**config.mk**
```make
export PLATFORM = sky130hd
export DESIGN_NAME = spi_slave_if
export DESIGN_NICKNAME = d
export VERILOG_FILES = /design/src/rtl/spi_slave_if.sv
export SDC_FILE = /design/constraint.sdc
export NUM_CORES = 1
export LEC_CHECK = 0
export ABC_AREA = 1
export CAP_MARGIN = 20
export CORE_AREA = 2 2 64 66
export CTS_BUF_LIST = sky130_fd_sc_hd__clkbuf_4
export DETAILED_ROUTE_END_ITERATION = 6
export DIE_AREA = 0 0 66 68
export PLACE_DENSITY = 0.8
export REMOVE_ABC_BUFFERS = 1
export SLEW_MARGIN = 20
export SYNTH_ARGS = -nofsm -noshare
export SYNTH_HDL_FRONTEND = slang
export SYNTH_SLANG_ARGS = --single-unit
```
**constraint.sdc**
```tcl
create_clock -name clk -period 2.2 [get_ports clk]
set_clock_uncertainty 0.1 [all_clocks]
set_input_delay 0.33 -clock clk [delete_from_list [all_inputs] [get_ports clk]]
set_output_delay 0.33 -clock clk [all_outputs]
set_load 0.02 [all_outputs]
```
**src/rtl/spi_slave_if.sv**
```systemverilog
// rtl/spi_slave_if.sv - SPI mode-0 slave front-end decoding opcode/address/data frames for spi_mem.
// Define SPI_AUTOINC_EN for burst transfers with auto-incrementing address.
module spi_slave_if #(
  parameter int          ADDR_W      = 8,
  parameter int          DATA_W      = 8,
  parameter int          SYNC_STAGES = 2,
  parameter logic [7:0]  OP_WR       = 8'h02,
  parameter logic [7:0]  OP_RD       = 8'h03
) (
  input  logic              clk,
  input  logic              rst,
  input  logic              sclk,
  input  logic              cs_n,
  input  logic              mosi,
  output logic              miso,
  output logic              mem_wr,
  output logic [ADDR_W-1:0] mem_addr,
  output logic [DATA_W-1:0] mem_din,
  input  logic [DATA_W-1:0] mem_dout,
  output logic              busy,
  output logic              frame_err
);

  typedef enum logic [2:0] {
    S_IDLE,
    S_CMD,
    S_ADDR_W,
    S_ADDR_R,
    S_WDATA,
    S_RDATA,
    S_IGNORE
  } state_t;

  state_t r_state;
  state_t w_next;

  logic [SYNC_STAGES-1:0] r_sclk_sync;
  logic [SYNC_STAGES-1:0] r_cs_sync;
  logic [SYNC_STAGES-1:0] r_mosi_sync;
  logic                   r_sclk_prev;
  logic [2:0]             r_bit_cnt;
  logic [DATA_W-1:0]      r_rx_sr;
  logic [DATA_W-1:0]      r_tx_sr;
  logic                   r_load_pend;

  logic              w_sclk;
  logic              w_mosi;
  logic              w_cs_act;
  logic              w_rise;
  logic              w_fall;
  logic              w_byte_done;
  logic [DATA_W-1:0] w_byte;
  logic              w_bad_op;
  logic              w_cs_abort;

  always_ff @(posedge clk or posedge rst) begin
    if (rst) begin
      r_sclk_sync <= '0;
      r_cs_sync   <= '1;
      r_mosi_sync <= '0;
    end else begin
      r_sclk_sync <= {r_sclk_sync[SYNC_STAGES-2:0], sclk};
      r_cs_sync   <= {r_cs_sync[SYNC_STAGES-2:0], cs_n};
      r_mosi_sync <= {r_mosi_sync[SYNC_STAGES-2:0], mosi};
    end
  end

  assign w_sclk      = r_sclk_sync[SYNC_STAGES-1];
  assign w_mosi      = r_mosi_sync[SYNC_STAGES-1];
  assign w_cs_act    = ~r_cs_sync[SYNC_STAGES-1];
  // A deselect in the same clk as an SCLK edge discards the edge.
  assign w_rise      = w_cs_act & w_sclk & ~r_sclk_prev;
  assign w_fall      = w_cs_act & ~w_sclk & r_sclk_prev;
  assign w_byte_done = w_rise && (r_bit_cnt == 3'd7);
  assign w_byte      = {r_rx_sr[DATA_W-2:0], w_mosi};
  assign w_bad_op    = (r_state == S_CMD) && w_byte_done &&
                       (w_byte != OP_WR) && (w_byte != OP_RD);
  assign w_cs_abort  = ~w_cs_act && (r_bit_cnt != 3'd0);

  always_ff @(posedge clk or posedge rst) begin
    if (rst) begin
      r_state <= S_IDLE;
    end else begin
      r_state <= w_next;
    end
  end

  always_comb begin
    w_next = r_state;
    if (!w_cs_act) begin
      w_next = S_IDLE;
    end else begin
      case (r_state)
        S_IDLE:   w_next = S_CMD;
        S_CMD: begin
          if (w_byte_done) begin
            if (w_byte == OP_WR) begin
              w_next = S_ADDR_W;
            end else if (w_byte == OP_RD) begin
              w_next = S_ADDR_R;
            end else begin
              w_next = S_IGNORE;
            end
          end
        end
        S_ADDR_W: if (w_byte_done) w_next = S_WDATA;
        S_ADDR_R: if (w_byte_done) w_next = S_RDATA;
`ifdef SPI_AUTOINC_EN
        S_WDATA:  w_next = S_WDATA;
        S_RDATA:  w_next = S_RDATA;
`else
        S_WDATA:  if (w_byte_done) w_next = S_IGNORE;
        S_RDATA:  if (w_byte_done) w_next = S_IGNORE;
`endif
        S_IGNORE: w_next = S_IGNORE;
        default:  w_next = S_IDLE;
      endcase
    end
  end

  always_ff @(posedge clk or posedge rst) begin
    if (rst) begin
      r_sclk_prev <= 1'b0;
      r_bit_cnt   <= 3'd0;
      r_rx_sr     <= '0;
      r_tx_sr     <= '0;
      r_load_pend <= 1'b0;
      mem_wr      <= 1'b0;
      mem_addr    <= '0;
      mem_din     <= '0;
      frame_err   <= 1'b0;
    end else begin
      r_sclk_prev <= w_sclk;
      mem_wr      <= 1'b0;
      r_load_pend <= 1'b0;
      frame_err   <= w_bad_op | w_cs_abort;
`ifdef SPI_AUTOINC_EN
      // Burst write: advance the address in the clk after the strobe.
      if (mem_wr) begin
        mem_addr <= mem_addr + ADDR_W'(1);
      end
`endif
      if (!w_cs_act) begin
        r_bit_cnt <= 3'd0;
        r_rx_sr   <= '0;
        r_tx_sr   <= '0;
      end else begin
        if (w_rise) begin
          r_rx_sr   <= w_byte;
          r_bit_cnt <= r_bit_cnt + 3'd1;
        end
        // The first bit of each byte is already on miso, so its falling edge is skipped.
        if (w_fall && (r_bit_cnt != 3'd0) && (r_state == S_RDATA)) begin
          r_tx_sr <= {r_tx_sr[DATA_W-2:0], 1'b0};
        end
        if (r_load_pend) begin
          r_tx_sr <= mem_dout;
        end
        if (w_byte_done) begin
          case (r_state)
            S_ADDR_W: mem_addr <= ADDR_W'(w_byte);
            S_ADDR_R: begin
              mem_addr    <= ADDR_W'(w_byte);
              r_load_pend <= 1'b1;
            end
            S_WDATA: begin
              mem_din <= w_byte;
              mem_wr  <= 1'b1;
            end
`ifdef SPI_AUTOINC_EN
            S_RDATA: begin
              mem_addr    <= mem_addr + ADDR_W'(1);
              r_load_pend <= 1'b1;
            end
`endif
            default: ;
          endcase
        end
      end
    end
  end

  assign miso = (r_state == S_RDATA) & r_tx_sr[DATA_W-1];
  assign busy = (r_state != S_IDLE);

endmodule

```
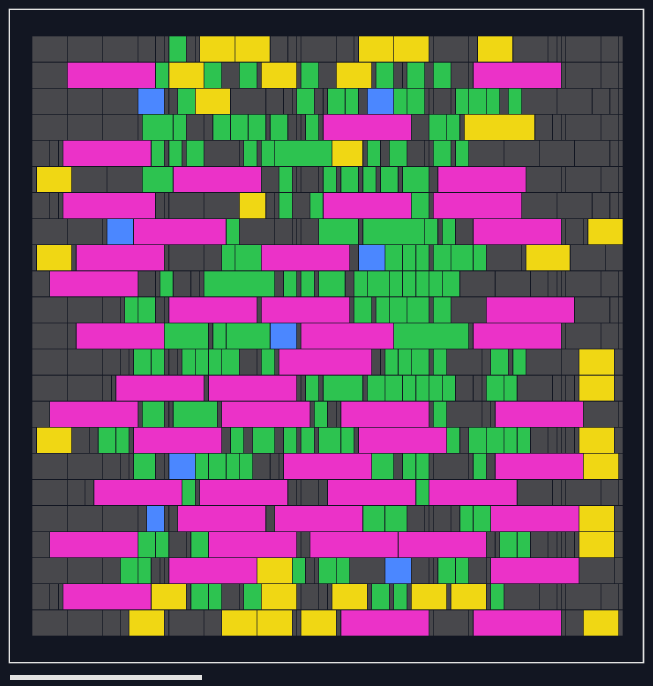
Fig. 1. Cell classes on the final placement.
Bar = 20 um. Fill, decap, tap and diode cells in grey.
colour	class	cells
green	all other logic	156
magenta	flip-flops	47
yellow	other buffers and delay cells	34
blue	clock drivers and dummy loads	8

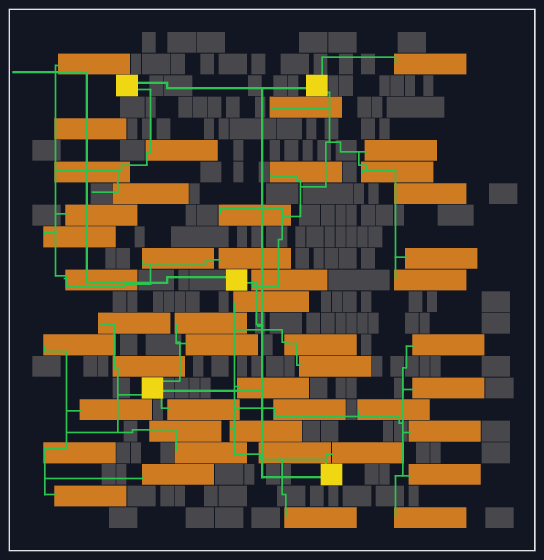
Fig. 2. Clock network drawn from the DEF.
[yellow] cells driving clock nets | count: 5
[green] clock wires | length: 549 um
[orange] flip-flops | count: 47
routed clock nets	6

==> deck_impl_summary.md <==
Key Metrics from the Run

Global routing
  – Met3 Use GR: 0.05263
  – Vias in the first global route: around 1300
  – GR peak layer: met2
  – GRT Overall Usage: 0.1873
  – Initial antenna violation count: 0
  – First-pass GRT wire length: about 6000 um

Yosys
  – Synth top area share: 0.5580
  – Synth cell count leaders: 45 x dfrtp_1, 41 x nand2_1, 26 x inv_1
  – Synth Instances: between 200 and 250
  – Cell type with the largest total area: dfrtp_1
  – Post-synth EDFFs: 0
  – Fraction of registers with async set/reset: 1.000
  – Synth warn: 0
  – # Cells Yosys: about 210
  – Yosys simple share: 0.1792
  – Mux contribution to synthesized area: 0
  – Adders+Majority by Area: 0.01860
  – Aoi share: 0.1401
  – Yosys stat chip area: 0.002018 sq mm
  – Yosys xor share: 0

Drt
  – Remaining DRCs: 0
  – Met1 WL: 1652 um
  – Routed Antenna Nets: 0
  – DR iter-0 viols: 98
  – Drt total wl: 3712 um
  – Number of detailed-route iterations in the first pass: 4

Cells and area
  – Non-clk invs: 30
  – Non-clock buffer share: 0.1426
  – Fillers: 332
  – Area-dominant class: registers
  – Biggest regs: mem_addr x8, mem_din x8, r_tx_sr x8
  – N_diodes: 0
  – Seq cells: roughly 47
  – Logic share of the area: 0.2786
  – Final nets: 260
  – Core Util, Final: 0.6347
  – Buffers, non-clock: 34
  – Layout cells sized above 1: 0.1143
  – Finished Layout Cells: 295

Final timing
  – Slew HR: 0.6270
  – Min Tclk post-route: between 2000 and 2500 ps
  – Number of endpoints failing setup at the final stage: 0
  – Cycle use final: 0.9574
  – PnR worst setup slack: 93.77 ps
  – Max Slew Vio Count: 0
  – Final Hold Fails: 0
  – Setup TNS: 0 ps
  – WHS: between 200 and 250 ps

Setup path
  – Critical Path RT: 1770 ps
  – Critical Path End: miso
  – CP Data Arrival Time: between 1500 and 2000 ps
  – CP Max Fanout: 8
  – Worst Reg-to-Reg Cells: 7
  – Crit path capture type: primary output
  – Crit. Startpoint: r_state[1]
  – CP peak stage delay: 480 ps
  – CP cell instances: inv_2 > nand2_2 > nor2_4 > inv_2 > nor2_1 > dlygate4sd2_1
  – CP max stage cell: dfrtp_2
  – CP startpoint kind: register

Clocking
  – Post-cts sizing count: 1
  – Clock-pin slew on the worst setup and hold paths: between 100 and 150 ps
  – Clk_lat worst skew: 370 ps
  – Total setup buffers inserted after CTS: 0
  – H-tree depth: 2
  – CTS Hold Bufs: 0
  – Inserted Clock Buffers: 5

Floorplan
  – Die width: between 60 and 70 um
  – Die H: 68 um
  – Core region area: around 0.0039 sq mm
  – I/O pin total: 33
  – Tapcells: around 50

Flow run
  – Max-Cap Viols: 0
  – Tool warnings: 26

Power
  – Clock-net power: slightly above 400 uW
  – Flop pwr share: 0.565
  – Power per cell area: just under 700 mW/mm^2
  – Total design power: 1.687 mW
  – Clk pwr share: 0.243
  – Power Sequential: ~950 uW

Worst hold path
  – Hold Path Class: input port to async pin

Placed design
  – Post-DP HPWL: 2668 um
  – Placed cells: roughly 290
  – Dpl ws: roughly 220 ps
  – Post-DP Area: 0.002386 sq mm
  – I/O Buffers: 32

Outcome
  – Status: finished, final reports clean
Power is estimated from default activity; no workload was simulated.
